run_1/layer_met1.png
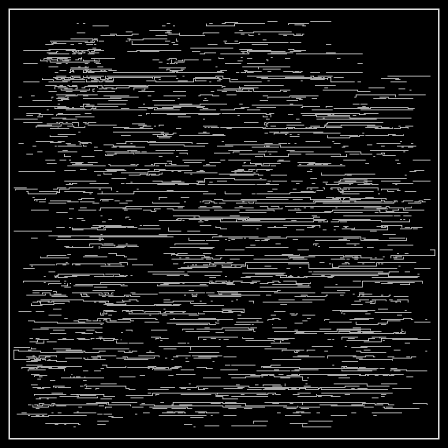
run_1/layer_met2.png
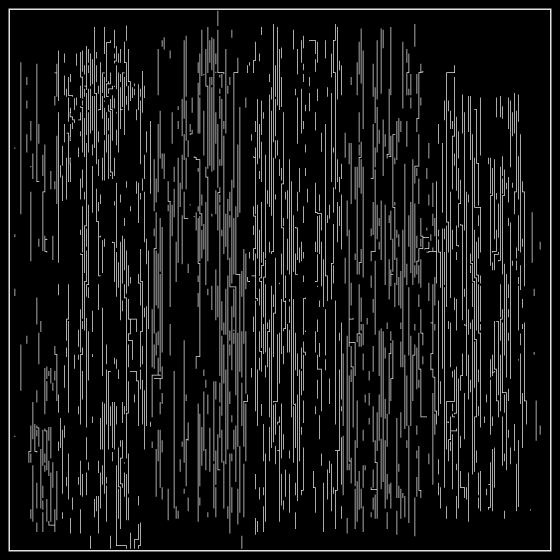
run_1/layer_met3.png
The bar under the picture is 20 microns long. Cells faint in the background.
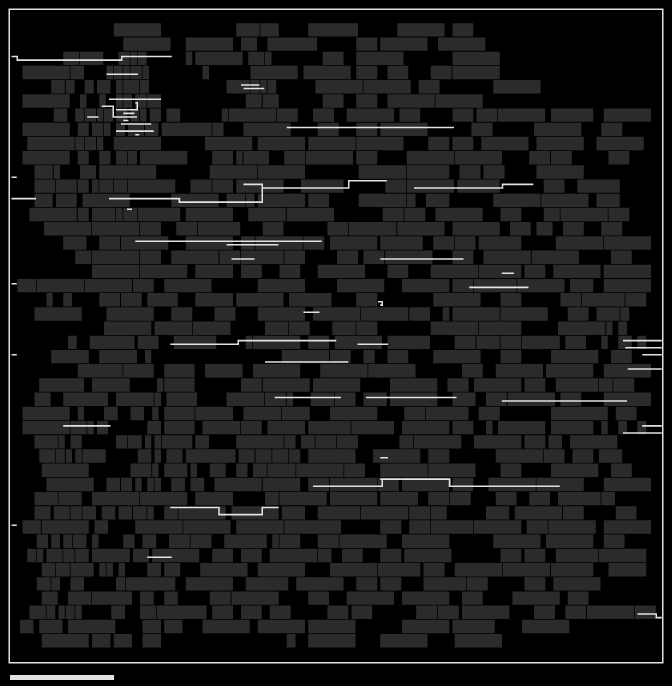
<file path="src/rtl/uart_rx_decoder.sv">
// rtl/uart_rx_decoder.sv - 8N1 UART receiver with oversampled bit timing and a first-word-fall-through byte FIFO
module uart_rx_decoder #(
    parameter int CLK_HZ     = 50000000,
    parameter int BAUD       = 115200,
    parameter int OVERSAMPLE = 16,
    parameter int FIFO_DEPTH = 16
) (
    input  logic                          CLOCK_50,
    input  logic                          RESET_N,
    input  logic                          UART_RXD,
    output logic                          rd_valid,
    output logic [7:0]                    rd_data,
    input  logic                          rd_ready,
    output logic                          frame_err,
    output logic                          overrun,
    input  logic                          clr_flags,
    output logic [$clog2(FIFO_DEPTH):0]   fifo_count
);

    localparam int DIV = (CLK_HZ + (BAUD * OVERSAMPLE) / 2) / (BAUD * OVERSAMPLE);
    localparam int DW  = (DIV > 1) ? $clog2(DIV) : 1;
    localparam int OW  = $clog2(OVERSAMPLE);
    localparam int AW  = $clog2(FIFO_DEPTH);
    localparam int CW  = AW + 1;

    typedef enum logic [2:0] {
        S_IDLE,
        S_START,
        S_DATA,
        S_STOP,
        S_BREAK
    } state_t;

    state_t          state_q, state_d;
    logic            sync1_q, rx_s_q, rx_prev_q;
    logic [DW-1:0]   div_cnt_q, div_cnt_d;
    logic [OW-1:0]   os_cnt_q, os_cnt_d;
    logic [2:0]      bit_idx_q, bit_idx_d;
    logic [7:0]      shift_q, shift_d;
    logic            push_q, push_d;
    logic [7:0]      push_data_q, push_data_d;
    logic            frame_err_q, frame_err_d;
    logic            overrun_q, overrun_d;
    logic [7:0]      mem_q [FIFO_DEPTH];
    logic [AW-1:0]   wr_ptr_q, wr_ptr_d;
    logic [AW-1:0]   rd_ptr_q, rd_ptr_d;
    logic [CW-1:0]   count_q, count_d;

    logic tick, fall, fe_set, full, empty, pop, push_ok, ovr_set;

    assign tick = (div_cnt_q == DW'(DIV - 1));
    assign fall = rx_prev_q & ~rx_s_q;

    always_comb begin
        state_d     = state_q;
        div_cnt_d   = tick ? '0 : div_cnt_q + DW'(1);
        os_cnt_d    = os_cnt_q;
        bit_idx_d   = bit_idx_q;
        shift_d     = shift_q;
        push_d      = 1'b0;
        push_data_d = push_data_q;
        fe_set      = 1'b0;
        case (state_q)
            S_IDLE: begin
                // Restart the tick divider so the mid-bit sample lands at a fixed phase from the edge
                if (fall) begin
                    div_cnt_d = '0;
                    os_cnt_d  = '0;
                    state_d   = S_START;
                end
            end
            S_START: begin
                if (tick) begin
                    if (os_cnt_q == OW'(OVERSAMPLE / 2 - 1)) begin
                        os_cnt_d  = '0;
                        bit_idx_d = '0;
                        state_d   = rx_s_q ? S_IDLE : S_DATA;
                    end else begin
                        os_cnt_d = os_cnt_q + OW'(1);
                    end
                end
            end
            S_DATA: begin
                if (tick) begin
                    if (os_cnt_q == OW'(OVERSAMPLE - 1)) begin
                        os_cnt_d  = '0;
                        shift_d   = {rx_s_q, shift_q[7:1]};
                        bit_idx_d = bit_idx_q + 3'd1;
                        if (bit_idx_q == 3'd7) state_d = S_STOP;
                    end else begin
                        os_cnt_d = os_cnt_q + OW'(1);
                    end
                end
            end
            S_STOP: begin
                if (tick) begin
                    if (os_cnt_q == OW'(OVERSAMPLE - 1)) begin
                        os_cnt_d = '0;
                        if (rx_s_q) begin
                            push_d      = 1'b1;
                            push_data_d = shift_q;
                            state_d     = S_IDLE;
                        end else begin
                            fe_set  = 1'b1;
                            state_d = S_BREAK;
                        end
                    end else begin
                        os_cnt_d = os_cnt_q + OW'(1);
                    end
                end
            end
            S_BREAK: begin
                if (rx_s_q) state_d = S_IDLE;
            end
            default: state_d = S_IDLE;
        endcase
    end

    always_comb begin
        full     = (count_q == CW'(FIFO_DEPTH));
        empty    = (count_q == '0);
        pop      = rd_ready & ~empty;
        // A pop in the same cycle frees the slot the incoming byte needs
        push_ok  = push_q & (~full | pop);
        ovr_set  = push_q & full & ~pop;
        wr_ptr_d = push_ok ? wr_ptr_q + AW'(1) : wr_ptr_q;
        rd_ptr_d = pop ? rd_ptr_q + AW'(1) : rd_ptr_q;
        count_d  = count_q;
        if (push_ok && !pop) count_d = count_q + CW'(1);
        else if (!push_ok && pop) count_d = count_q - CW'(1);
        frame_err_d = clr_flags ? 1'b0 : (frame_err_q | fe_set);
        overrun_d   = clr_flags ? 1'b0 : (overrun_q | ovr_set);
    end

    always_ff @(posedge CLOCK_50 or negedge RESET_N) begin
        if (!RESET_N) begin
            sync1_q     <= 1'b1;
            rx_s_q      <= 1'b1;
            rx_prev_q   <= 1'b1;
            state_q     <= S_IDLE;
            div_cnt_q   <= '0;
            os_cnt_q    <= '0;
            bit_idx_q   <= '0;
            shift_q     <= '0;
            push_q      <= 1'b0;
            push_data_q <= '0;
            frame_err_q <= 1'b0;
            overrun_q   <= 1'b0;
            wr_ptr_q    <= '0;
            rd_ptr_q    <= '0;
            count_q     <= '0;
            for (int i = 0; i < FIFO_DEPTH; i++) mem_q[i] <= '0;
        end else begin
            sync1_q     <= UART_RXD;
            rx_s_q      <= sync1_q;
            rx_prev_q   <= rx_s_q;
            state_q     <= state_d;
            div_cnt_q   <= div_cnt_d;
            os_cnt_q    <= os_cnt_d;
            bit_idx_q   <= bit_idx_d;
            shift_q     <= shift_d;
            push_q      <= push_d;
            push_data_q <= push_data_d;
            frame_err_q <= frame_err_d;
            overrun_q   <= overrun_d;
            wr_ptr_q    <= wr_ptr_d;
            rd_ptr_q    <= rd_ptr_d;
            count_q     <= count_d;
            if (push_ok) mem_q[wr_ptr_q] <= push_data_q;
        end
    end

    assign rd_valid   = (count_q != '0);
    assign rd_data    = mem_q[rd_ptr_q];
    assign frame_err  = frame_err_q;
    assign overrun    = overrun_q;
    assign fifo_count = count_q;

endmodule
</file>
<file path="config.mk">
export PLATFORM = sky130hd
export DESIGN_NAME = uart_rx_decoder
export DESIGN_NICKNAME = d
export VERILOG_FILES = /design/src/rtl/uart_rx_decoder.sv
export SDC_FILE = /design/constraint.sdc
export NUM_CORES = 1
export LEC_CHECK = 0
export CAP_MARGIN = 20
export CORE_MARGIN = 1
export CORE_UTILIZATION = 55
export DETAILED_ROUTE_END_ITERATION = 6
export HOLD_SLACK_MARGIN = 0.05
export MAX_ROUTING_LAYER = met4
export PLACE_DENSITY_LB_ADDON = 0.1
export SYNTH_ARGS = -nofsm -noshare
export SYNTH_HDL_FRONTEND = slang
export SYNTH_SLANG_ARGS = --single-unit
export TNS_END_PERCENT = 50
</file>
<file path="constraint.sdc">
create_clock -name CLOCK_50 -period 2.6 [get_ports CLOCK_50]
set_input_delay 0.65 -clock CLOCK_50 [delete_from_list [all_inputs] [get_ports CLOCK_50]]
set_output_delay 0.65 -clock CLOCK_50 [all_outputs]
set_load 0.01 [all_outputs]
</file>
==> summary.txt, run 1 <==
run results: Syn Area/Cell=roughly 15 sq um, pwr/cell area=585 nW/um^2, clk root buf=clkbuf_16, area grow syn2layout=19.8%, GRT Util Overall=25.3%, Place WS=-257 ps, Max Cap Viol=0, Yosys top cell by instances=dfrtp_1, synth warn=0, first-pass GRT wire length=29.1 mm, DRC=2, failing checks=DRC, setup timing, Worst-Margin Slew=around 800 ps, Unique cell types=50, post-CTS setup buffer count=5, post-synthesis sequential area ratio=53.7%, fin nets=around 650, Post-Synthesis Cell Area=~8300 sq um, Hold-fix buffers, CTS=0, n_diodes=0, Placement Cell Area=slightly above 9000 sq um, Pwr Total=~5.8 mW, status=finished, violations left, layout cells sized above 1=~48%, Period minus WS final=between 2000 and 3000 ps, Via-to-Cell Ratio=between 5 and 6, CTS tree=yes, Post-synth top flop=dfrtp_1, final core utilization=roughly two thirds, # setup viols final=8, Vias=~5000, I/O Pins=21, Max Slew Vio Count=0, WL/cell=around 21 microns, total gr overflow=0, largest net degree at the start of global routing=approximately 57, R2R Path End=fifo_count[4]$_DFFE_PN0P_, post-route setup slack=-151 ps, TritonRoute pass-1 iters=7, sequential cell area=4460 sq um, Tcrit/Tclk final=106%, r2r worst-path depth=10
About layer_met1.png:
wire length on this layer: 7750 microns
longest straight run: 34.5 microns

About layer_met2.png:
main direction: vertical
share of all routed wire: 51%
nets with wire on the layer: 594

About layer_met3.png:
wire length on this layer: 525 microns
longest straight run: 35.4 microns
main direction: horizontal
nets with wire on the layer: 37
met3 Use GR: 4.77%
total wire length: 17.3 mm

run 1: final cells by class:
| cell class | count | share of cell area [%] |
|---|---|---|
| Multi-Input combinational cell | 354 | 37.9 |
| Clock buffer | 18 | 4.42 |
| Clock inverter | 14 | 1.80 |
| Tap cell | 184 | 2.32 |
| Timing Repair Buffer | 71 | 8.27 |
| Inverter | 11 | 0.415 |
| Sequential cell | 178 | 44.9 |
run 1: kinds of logic after synthesis:
| family | Yosys count | synth area share, % |
|---|---|---|
| AOI/OAI and AO/OA | 51 | 4.22 |
| xor gates and xnor gates | 12 | 1.27 |
| adders and majority gates | 15 | 2.35 |
| buffers and inverters | 38 | 1.97 |
| DFF | 178 | 53.7 |
| muxes | 179 | 28.6 |
| and+or+nand+nor | 97 | 7.87 |
run 1: power breakdown:
group,total (mW),switching (mW),internal (mW)
registers,2.91,0.0726,2.84
logic,0.247,0.142,0.106
clock network,2.66,1.10,1.55
total,5.81,1.32,4.49
run 1: worst max path at each step:
stage / from / end
after detailed placement: rd_ready / fifo_count[4]$_DFFE_PN0P_
after global routing: rd_ptr_q[0]$_DFFE_PN0P_ / rd_data[3]
after floorplan: fifo_count[1]$_DFFE_PN0P_ / fifo_count[4]$_DFFE_PN0P_
final: rd_ptr_q[0]$_DFFE_PN0P_ / rd_data[3]
after global placement: rd_ready / fifo_count[4]$_DFFE_PN0P_
after CTS: rd_ptr_q[0]$_DFFE_PN0P_ / rd_data[7]
run 1: routing by layer:
layer | vias to the layer above | share of wire [%] | GRT usage [%]
met3 | 14 | 3.0 | 4.77
met2 | 80 | 51 | 40.5
met4 | 0 | 0.98 | 6.24
met5 | - | 0 | -
li1 | 2237 | - | -
met1 | 2560 | 45 | 33.6
run 1: placed cells by master, fill, tap and decap left out, types with 4 or more instances in the layout:
cell type,synthesis,routed
xor2_1,4,4
ha_1,14,13
a22oi_2,0,13
nor2_1,14,14
mux2_2,146,146
xnor2_1,8,8
buf_6,2,4
o21ai_0,5,4
nand2b_1,4,4
a21o_1,4,4
clkbuf_16,0,17
nor3_4,8,8
mux4_2,32,32
nand2_1,31,30
a21oi_1,9,9
clkdlybuf4s50_1,0,10
nand4_1,4,4
nor2b_1,6,5
nand3_1,5,5
clkinv_4,0,4
nor4b_4,4,4
dfrtp_1,175,172
buf_4,0,27
buf_2,4,7
nor3_1,4,4
inv_1,11,10
buf_12,0,20
run 1: critical path, stage by stage (launching register included):
cell,delay [ps]
dfrtp_2,440
buf_12,130
buf_12,130
mux4_2,510
a22oi_2,210
nand2_1,110
buf_2,150
run 1: registers in the layout, summed over array words and instances, names as in the netlist, 3 cells and up:
register and cells:
state_q 3, mem_q 128, fifo_count 5, div_cnt_q 5, wr_ptr_q 4, bit_idx_q 3
shift_q 8, push_data_q 8, rd_ptr_q 4, os_cnt_q 4
run 1: stage by stage:
step | setup TNS, ps | hold slack [ps] | std cells
after floorplan | 0 | 345 | 570
after global placement | -707 | 347 | 792
after detailed placement | -2730 | 351 | 792
after CTS | -1250 | 203 | 830
after global routing | -1440 | 216 | 830
final | -856 | 193 | 830
run_1/congestion.png
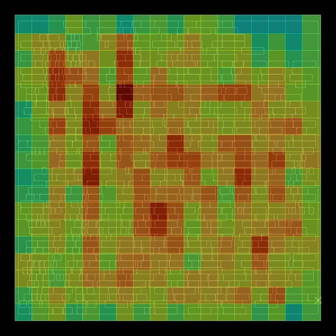

==> inputs of run 2 (changes only) <==
- clock period: 2.6 -> 3.1 ns (I/O delays scaled with it)
run_2/congestion.png
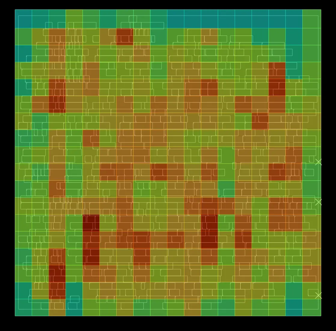
gr busiest metal: met2
GR Util met2: 38.4%
final core utilization: 66.4%

==> summary.txt, run 2 <==
run results: status=finished, violations left, failing checks=DRC, met3 Use GR=under 10%, Tcrit/Tclk final=between 90% and 100%, post-synthesis sequential area ratio=53.7%, largest net degree at the start of global routing=65, WL/cell=a little over 20 microns, biggest registers after layout=mem_q x128, push_data_q x8, shift_q x8, Period minus WS final=between 3000 and 4000 ps, startpoint types=flop, Syn Area/Cell=between 10 and 15 sq um, DRC=6, Largest register FFs=128, largest reg by FF count=mem_q, first-pass GRT wire length=roughly 28 mm, GRT Util Overall=about a quarter, Clock Power Share=a little under half, fin nets=approximately 650, Post-Synthesis Cell Area=~8300 sq um, CTS tree=yes, clk root buf=clkbuf_16, synth warn=0, switch share=between 20 and 25%, Power Internal=3.82 mW, TritonRoute pass-1 iters=6, total gr overflow=0, Vias=slightly below 5000, pwr/cell area=between 500 and 600 nW/um^2, Post-synth top flop=dfrtp_1, total wire length=between 15 and 20 mm, Max Slew Vio Count=0, crit-path cells=buf_12 -> buf_4 -> mux4_2 -> a22oi_2 -> nand2_1 -> dlygate4sd2_1, Unique cell types=50, ys cells=570, post-route setup slack=approximately 36 ps, Worst-Margin Slew=774 ps, Yosys top cell by instances=dfrtp_1, most numerous logic cells after layout=174 x dfrtp_1, 146 x mux2_2, 40 x buf_4, n_diodes=0, I/O Pins=21, CP max stage delay=approximately 500 ps, Hold-fix buffers, CTS=0, Via-to-Cell Ratio=about 6.0, combinational share of power=4.0%
-- run 2: cell counts after synthesis --
Identical to the previous run, type by type.
-- run 2: worst max-delay path, delay by kind of cell, from the launching register on --
kind | cells | cell delay [ps]
AND/OR/NAND/NOR | 1 | 110
flip-flops | 1 | 510
buffers and inverters | 3 | 560
multiplexers | 1 | 510
AND-OR/OR-AND | 1 | 170
-- run 2: metrics by stage --
step / setup TNS, ps / power [mW]
after detailed placement: 0 / 2.68
after CTS: -46.0 / 4.93
final: 0 / 4.88
after global routing: -43.4 / 5.06
after floorplan: 0 / 2.58
after global placement: 0 / 2.66
-- run 2: layout make-up --
| type | count | area, sq um | area share, % |
|---|---|---|---|
| multi-input cells | 354 | 3730 | 38.4 |
| inverters | 11 | 41.3 | 0.425 |
| repair buffers | 67 | 622 | 6.40 |
| clock buffers | 21 | 480 | 4.94 |
| well taps | 184 | 230 | 2.37 |
| flip-flops and latches | 178 | 4460 | 45.9 |
| clock inverters | 11 | 150 | 1.54 |
-- run 2: kinds of logic after synthesis --
kind of cell	after synthesis	synth area share (%)
adder cells (fa/ha/maj)	15	2.35
XOR/XNOR	12	1.27
AND-OR/OR-AND	51	4.22
flip-flops	178	53.7
multiplexers	179	28.6
buffers and inverters	38	1.97
AND/OR/NAND/NOR	97	7.87
-- run 2: timing repair --
item                                    in CTS  in global routing
setup buffers                                8                  5
cloned                                       1                  0
resized                                     20                 11
pin swaps                                    5                  2
endpoints found under the setup margin       8                  7
-- run 2: final timing paths --
| kind | from | endpoint | slack, ps | cells past startpoint |
|---|---|---|---|---|
| max | rd_ptr_q[0]$_DFFE_PN0P_ | rd_data[6] | 40 | 6 |
| min | RESET_N | mem_q[56]$_DFFE_PN0P_ | 340 | 1 |
| max reg2reg | fifo_count[1]$_DFFE_PN0P_ | fifo_count[4]$_DFFE_PN0P_ | 320 | 10 |
| min reg2reg | sync1_q$_DFF_PN1_ | rx_s_q$_DFF_PN1_ | 360 | 0 |
| max in group asynchronous | RESET_N | shift_q[0]$_DFFE_PN0P_ | 2030 | 2 |
| min in group CLOCK_50 | sync1_q$_DFF_PN1_ | rx_s_q$_DFF_PN1_ | 360 | 0 |
-- run 2: metal layers --
layer | vias up | part of all wire (%)
met5 | - | 0
met4 | 0 | 0.93
met3 | 17 | 3.0
met2 | 66 | 49
met1 | 2601 | 47
li1 | 2240 | -
-- run 2: power groups by stage --
stage	combinational, mW	sequential, mW	clock, mW
global route	0.236	2.44	2.38
CTS	0.200	2.43	2.29
floorplan	0.116	2.46	0
finish	0.194	2.43	2.25
detailed placement	0.201	2.47	0
global placement	0.183	2.47	0
Power and IR drop assume default switching activity.
